==> src/rtl/cpu_step_ctrl_pkg.sv <==
// Shared encodings for the CPU single-step / run controller.
// Holds FSM state codes, mode codes and the mode-to-state target helper.
package cpu_step_ctrl_pkg;

    typedef enum logic [1:0] {
        ST_HALT       = 2'b00,
        ST_RUN        = 2'b01,
        ST_STEP_ARMED = 2'b10,
        ST_STEP_HELD  = 2'b11
    } state_t;

    localparam logic [1:0] MODE_HALT = 2'b00;
    localparam logic [1:0] MODE_RUN  = 2'b01;
    localparam logic [1:0] MODE_STEP = 2'b10;

    // Entering STEP with the button already down must wait for its release.
    function automatic state_t mode_target(input logic [1:0] m, input logic held);
        case (m)
            MODE_RUN:  return ST_RUN;
            MODE_STEP: return held ? ST_STEP_HELD : ST_STEP_ARMED;
            default:   return ST_HALT;
        endcase
    endfunction

endpackage

==> src/rtl/cpu_step_ctrl_btn_debounce.sv <==
// Push-button debouncer: the accepted level follows din only after
// DEBOUNCE_CYCLES consecutive samples that differ from it.
module btn_debounce #(
    parameter int DEBOUNCE_CYCLES = 1000000
) (
    input  logic clk,
    input  logic rst,
    input  logic din,
    output logic dout
);

    localparam int CW = (DEBOUNCE_CYCLES > 1) ? $clog2(DEBOUNCE_CYCLES) : 1;

    logic [CW-1:0] cnt;

    always_ff @(posedge clk or posedge rst) begin
        if (rst) begin
            cnt  <= '0;
            dout <= 1'b0;
        end else if (din == dout) begin
            cnt <= '0;
        end else if (cnt == CW'(DEBOUNCE_CYCLES - 1)) begin
            cnt  <= '0;
            dout <= din;
        end else begin
            cnt <= cnt + 1'b1;
        end
    end

endmodule

==> src/rtl/cpu_step_ctrl.sv <==
// CPU clock-enable controller: HALT, free RUN on slow-clock ticks, or one
// enable pulse per debounced push-button press in STEP mode.
module cpu_step_ctrl
    import cpu_step_ctrl_pkg::*;
#(
    parameter int SYNC_STAGES     = 2,
    parameter int DEBOUNCE_CYCLES = 1000000
) (
    input  logic        clk,
    input  logic        rst,
    input  logic        tick_in,
    input  logic        step_btn,
    input  logic [1:0]  mode,
    output logic        cpu_en,
    output logic [31:0] step_count,
    output logic [1:0]  state
);

    logic [SYNC_STAGES-1:0] tick_sync;
    logic [SYNC_STAGES-1:0] btn_sync;
    logic [SYNC_STAGES:0]   warm;
    logic                   tick_prev;
    logic                   tick_rise;
    logic                   btn_level;
    logic                   level_prev;
    logic                   press_rise;
    logic [1:0]             mode_q;
    logic                   pulse_next;
    state_t                 state_q;

    assign state = state_q;

    // warm keeps a level that is already high at reset release from looking
    // like an edge: tick_rise is only trusted once tick_prev holds a real sample.
    always_ff @(posedge clk or posedge rst) begin
        if (rst) begin
            tick_sync  <= '0;
            btn_sync   <= '0;
            warm       <= '0;
            tick_prev  <= 1'b0;
            tick_rise  <= 1'b0;
            level_prev <= 1'b0;
            press_rise <= 1'b0;
            mode_q     <= MODE_HALT;
        end else begin
            tick_sync[0] <= tick_in;
            btn_sync[0]  <= step_btn;
            for (int i = 1; i < SYNC_STAGES; i++) begin
                tick_sync[i] <= tick_sync[i-1];
                btn_sync[i]  <= btn_sync[i-1];
            end
            warm       <= {warm[SYNC_STAGES-1:0], 1'b1};
            tick_prev  <= tick_sync[SYNC_STAGES-1];
            tick_rise  <= warm[SYNC_STAGES] & tick_sync[SYNC_STAGES-1] & ~tick_prev;
            level_prev <= btn_level;
            press_rise <= btn_level & ~level_prev;
            mode_q     <= mode;
        end
    end

    btn_debounce #(
        .DEBOUNCE_CYCLES(DEBOUNCE_CYCLES)
    ) u_debounce (
        .clk  (clk),
        .rst  (rst),
        .din  (btn_sync[SYNC_STAGES-1]),
        .dout (btn_level)
    );

    // The !cpu_en terms keep two enables from ever landing back to back.
    always_comb begin
        pulse_next = 1'b0;
        case (state_q)
            ST_RUN:        pulse_next = tick_rise & ~cpu_en;
            ST_STEP_ARMED: pulse_next = (mode_q == MODE_STEP) & press_rise & ~cpu_en;
            default:       pulse_next = 1'b0;
        endcase
    end

    always_ff @(posedge clk or posedge rst) begin
        if (rst) begin
            state_q    <= ST_HALT;
            cpu_en     <= 1'b0;
            step_count <= '0;
        end else begin
            case (state_q)
                ST_HALT: state_q <= mode_target(mode_q, btn_level);
                ST_RUN: begin
                    if (mode_q != MODE_RUN) state_q <= mode_target(mode_q, 1'b0);
                end
                ST_STEP_ARMED: begin
                    if (mode_q != MODE_STEP)  state_q <= mode_target(mode_q, 1'b0);
                    else if (pulse_next)      state_q <= ST_STEP_HELD;
                end
                ST_STEP_HELD: begin
                    if (mode_q != MODE_STEP)  state_q <= mode_target(mode_q, 1'b0);
                    else if (!btn_level)      state_q <= ST_STEP_ARMED;
                end
                default: state_q <= ST_HALT;
            endcase
            cpu_en     <= pulse_next;
            step_count <= step_count + 32'(pulse_next);
        end
    end

endmodule

==> config.mk <==
export PLATFORM = sky130hd
export DESIGN_NAME = cpu_step_ctrl
export DESIGN_NICKNAME = d
export VERILOG_FILES = /design/src/rtl/cpu_step_ctrl_pkg.sv /design/src/rtl/cpu_step_ctrl_btn_debounce.sv /design/src/rtl/cpu_step_ctrl.sv
export SDC_FILE = /design/constraint.sdc
export NUM_CORES = 1
export LEC_CHECK = 0
export ABC_AREA = 1
export CAP_MARGIN = 40
export CORE_ASPECT_RATIO = 1.1
export CORE_UTILIZATION = 35
export CTS_CLUSTER_DIAMETER = 80
export DETAILED_ROUTE_END_ITERATION = 10
export PLACE_DENSITY = 0.5
export SYNTH_ARGS = -nofsm -noshare
export SYNTH_HDL_FRONTEND = slang
export SYNTH_SLANG_ARGS = --single-unit
export TNS_END_PERCENT = 10
==> constraint.sdc <==
create_clock -name clk -period 2.95 [get_ports clk]
set_input_delay 0.885 -clock clk [delete_from_list [all_inputs] [get_ports clk]]
set_output_delay 0.885 -clock clk [all_outputs]
set_load 0.005 [all_outputs]
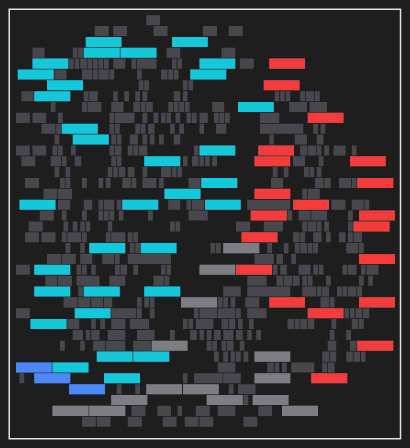
*Sequential cells grouped by signal name, run 1*
Other sequential cells in the stronger grey, the rest of the logic in the fainter grey.
Key: cyan = step_count [sequential cells 32]; red = u_debounce.cnt [sequential cells 20]; blue = warm [sequential cells 3]
post-layout util: 44.4%
proportion of cell area occupied by registers: 39.5%
Seq power: 1.02 mW
Sequential cell area: 1730 sq um

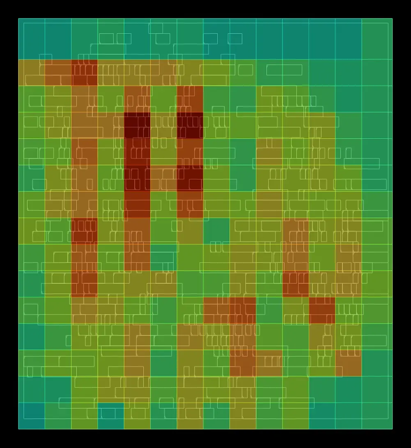
*Routing congestion, run 1*
met1 usage in global routing: 21.9%
most congested layer reported by global routing: met2

==> run summary, run 1 <==
Figures from the implementation reports.

- The run finished with clean final reports.
- The adder-cell share of the synthesized area is 4.26%.
- The net load switching power reads 501 uW.
- After synthesis, the cell types taking the most area are sky130_fd_sc_hd__dfrtp_1, sky130_fd_sc_hd__nand2_1, sky130_fd_sc_hd__nor2_1.
- Of the cells placed in the final design, the portion with a size suffix greater than 1 is 9.03%.
- STA shows the worst min-delay path finishing at tick_sync[1]$_DFF_PP0_.
- The cell total in the yosys stat output is 419.
- The start point of the worst min-delay path reads tick_sync[0]$_DFF_PP0_.
- The biggest area contributor in the post-synthesis netlist is sky130_fd_sc_hd__dfrtp_1.
- After layout, the worst setup slack is 0.639 ns.
- The setup skew after layout is 0.0117 ns.
- Across all register-to-register paths, the minimum setup slack is 0.64 ns.
- The clock latency reported for the late side of the worst-skew pair reads 0.35 ns.
- The floorplan net count reads 437.
- The number of buffer and inverter stages on the critical path reads 3.
- After Yosys synthesis, AND-OR and OR-AND compound gates account for 1.77% of the synthesized area.
- The number of storage elements in the synthesis netlist reads 69.
- The report lists the cells along the critical path as inv_1 -> ha_1 -> nand2_1 -> inv_1 -> nand2_1 -> o21ai_0 -> nand2_1 -> inv_1 -> ha_1 -> ha_1 -> nand3_2 -> nor3_2 -> nand2_1 -> nand2_1 -> nand2_1.
- The routed wire length per instance reads 13.5 um.
- The half-perimeter wire length after detailed placement is 6.02 mm.
- In the final design database the tool counted 489 nets.
- The area of all placed cells without fillers is 4370 sq um.
- The main logic family after synthesis reads simple AND/OR/NAND/NOR gates.
- The setup slack at placement reads 0.684 ns.
- Setup repair after global routing left no endpoint under its margin.
- The leakage power of the design reads 1.91 nW.
- The clock passes through at most 2 buffers.
- The fraction of synthesized area in multiplexers reads 0%.
- The sequential area share after synthesis is 49.0%.
- In this run, the combinational gates consume 6.4% of the power.
- In this run the count of I/O pins placed on the die edge is 41.
- The critical register-to-register path startpoint is state[0]$_DFFE_PP0P_.
- Recorded from the global router log, the overflow total was 0.
- The count of mapped cells out of synthesis reads 419.
- Across the run, the number of max-cap violations was 0.
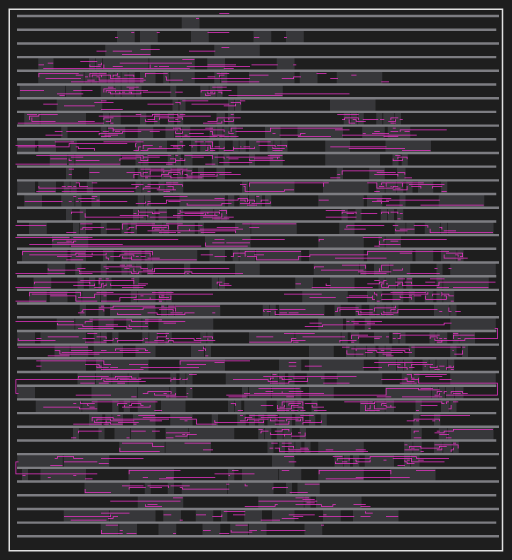
*Met1 routing, run 1*
Supply wires on this layer in grey. Cells faint in the background.
The longest straight run is 31.7 um. The wires run mostly horizontal. The layer carries 3820 um of wire. 454 nets have wire on it. The layer holds 47% of the routed length.
WL final: 8.06 mm
number of vias in the routed layout: 2737

## run 1: routing by layer
metal / track usage [%] / share of wire, %
met4: 5.74 / 1.3
met1: 21.9 / 47
met5: 0 / 0
met2: 28.6 / 48
met3: 4.16 / 3.4
## run 1: cell type report
type                    instances  area (sq um)
well taps                     120           150
multi-input cells             310          1650
fillers                       966          5470
clock buffers                  10           138
clock inverters                 6           134
inverters                      40           150
repair buffers                 41           420
flip-flops and latches         69          1730
## run 1: registers in the layout, summed over array words and instances, names as in the netlist
| register | count |
|---|---|
| press_rise | 1 |
| cpu_en | 1 |
| u_debounce.dout | 1 |
| warm | 3 |
| u_debounce.cnt | 20 |
| step_count | 32 |
| tick_rise | 1 |
| tick_prev | 1 |
| level_prev | 1 |
| btn_sync | 2 |
| mode_q | 2 |
| tick_sync | 2 |
| state | 2 |
### Wires at chosen ports, followed through buffers, run 1

The bar under the picture is 20 um long.
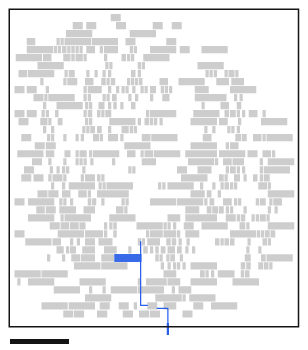

==> run 1 -> run 2 <==
--- a/config.mk
+++ b/config.mk
@@ -11,7 +11,7 @@
 export CORE_UTILIZATION = 35
 export CTS_CLUSTER_DIAMETER = 80
 export DETAILED_ROUTE_END_ITERATION = 10
-export PLACE_DENSITY = 0.5
+export PLACE_DENSITY = 0.52
 export SYNTH_ARGS = -nofsm -noshare
 export SYNTH_HDL_FRONTEND = slang
 export SYNTH_SLANG_ARGS = --single-unit
==> constraint.sdc (replaced) <==
create_clock -name clk -period 2.1 [get_ports clk]
set_input_delay 0.63 -clock clk [delete_from_list [all_inputs] [get_ports clk]]
set_output_delay 0.63 -clock clk [all_outputs]
set_load 0.005 [all_outputs]
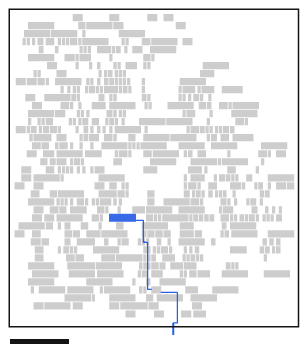
*Wires at chosen ports, followed through buffers, run 2*
The bar under the picture is 20 um long.
Key: blue = cpu_en [bits 1, direction output, end cells 1, buffers 1, wire 47.3 um]
Top Ports: 41
count of input and output buffers: 40

==> run 2 against run 1 <==
Power increased by 24%. Highest routed layer unchanged. First-iteration DRC count increased by 64%. Register-to-register slack got worse by 0.57 ns.
==> run summary, run 2 <==
Figures from the implementation reports.

- The run finished with clean final reports.
- Global routing used 29.8% of the available met2 tracks.
- The max-cap check violation count reads 0.
- The capture endpoint of the worst hold path is warm[1]$_DFF_PP0_.
- According to the floorplan report, the total die area is 10500 sq um.
- Per the OpenROAD power report, switching power amounts to 744 uW.
- The critical register-to-register path startpoint reads mode_q[0]$_DFF_PP0_.
- Setup repair after global routing could not meet its margin everywhere.
- The main logic family after synthesis reads simple AND/OR/NAND/NOR gates.
- Per the layout report, the design carries 69 non-clock buffers.
- The combinational share of cell area is 38.3%.
- Before CTS, the worst setup slack after placement is -0.0586 ns.
- The worst setup path is captured at an output port.
- The clock tree buffer count of the final layout reads 11.
- For reference, the critical path cell chain is clkdlybuf4s50_1.
- More flip-flops sit in one register than any other, and that register is step_count.
- The floorplan net count reads 437.
- The worst slack on hold paths is 0.351 ns.
- The number of buffer and inverter stages on the critical path is 1.
- Measured on the final layout, the clock distribution area share stands at 3.98%.
- The final report gives the standard cell area, fillers excluded, as 4650 sq um.
- The final standard cell utilization of the core reads 47.2%.
- In this run, the combinational gates consume 9.4% of the power.
- The synthesized-area fraction occupied by ao, oa, aoi and oai cells is 1.77%.
- The area taken by flip-flops and latches is 1730 sq um.
- The register-to-register setup slack is 0.07 ns.
- Sequential elements use 49.0% of the synthesized area.
- Post-CTS repair changed the size of 15 cells.
- The number of tapcells is 120.
- Per the hold report, the tightest min-delay path originates at warm[0]$_DFF_PP0_.
- For this design the static power due to leakage is 2.04 nW.
- The cell total in the yosys stat output is 419.
- The power dissipated in sequential cells is 1.46 mW.
- The top cell type's share of synthesized area reads 49.0%.
- Ranked by total area, the top cell class in this layout is logic gates.
- The adder-cell share of the synthesized area is 4.26%.
- The clock tree buffer depth is 2.
- The inverter count of the layout excluding clock inverters reads 40.
- The number of storage elements in the synthesis netlist is 69.
- Of all cell types, the one taking the most synthesized area is sky130_fd_sc_hd__dfrtp_1.
- The flop share of the area reads 37.2%.
- The critical path's slowest stage uses the library cell sky130_fd_sc_hd__clkdlybuf4s50_1.
- The number of multi-input combinational cells in the layout is 310.
- The clock arrives with 0.0126 ns of skew.
- The highest attainable clock frequency reads 490 MHz.
- On met3, the global router reports a usage of 4.16%.
- The count of cell types in the netlist reads 28.
- The routed wire length per instance is 13.5 um.
- The wire length after detailed routing reads 8.41 mm.
- The buffering overhead is 13.9%.
- In the final layout, the share of cells above drive strength 1 is 18.5%.
- The count of mapped cells out of synthesis is 419.
- Sorting the synthesized cells by area gives the leading types as sky130_fd_sc_hd__dfrtp_1, sky130_fd_sc_hd__nand2_1, sky130_fd_sc_hd__nor2_1.
- The async set or reset register ratio after synthesis is 100%.
- Leaving out buffers and inverters, the combinational logic in the layout accounts for 1780 sq um.
- The total CTS buffers is 9.
- The fraction of synthesized area in multiplexers reads 0%.
- The design has 69 sequential cells.
- The layer carrying the most global-route usage reads met2.
- The setup slack of the critical path after layout is 0.0578 ns.
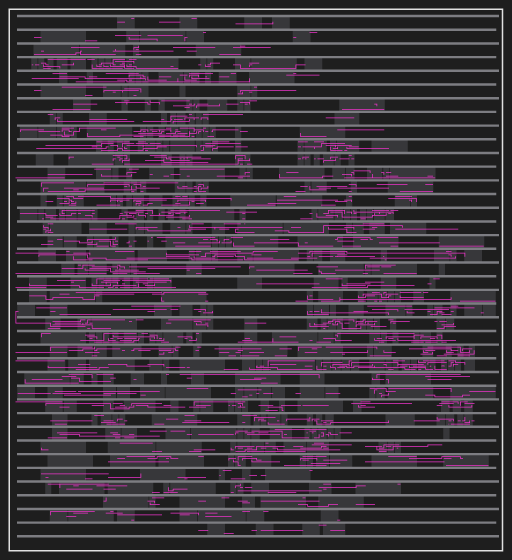
*Met1 routing, run 2*
Supply wires on this layer in grey. Cells faint in the background.
The layer holds 45% of the routed length. The wires run mostly horizontal. The layer carries 3820 um of wire.
met1 usage in global routing: 21.4%
number of vias in the routed layout: 2980

==> run 2: netlist changes by cell type in the layout (fill, tap and decap cells not counted), moves of 3 or more <==
cell                         before  now
sky130_fd_sc_hd__clkinvlp_4       0    3
sky130_fd_sc_hd__inv_1           36   30
sky130_fd_sc_hd__inv_2            4    7
sky130_fd_sc_hd__bufinv_16        4    0
sky130_fd_sc_hd__ha_1            12    7
sky130_fd_sc_hd__buf_4            0   27
sky130_fd_sc_hd__nand2_1        112  109
sky130_fd_sc_hd__ha_4             0    5
sky130_fd_sc_hd__nor2_1          74   69
sky130_fd_sc_hd__nor2_2           4    7
==> run 2: layer usage <==
metal / part of all wire (%) / vias up
li1: - / 1490
met1: 45 / 1415
met2: 48 / 58
met3: 4.0 / 17
met4: 2.4 / 0
met5: 0 / -
Power figures rest on the tool's default switching activity, not on a simulated workload.
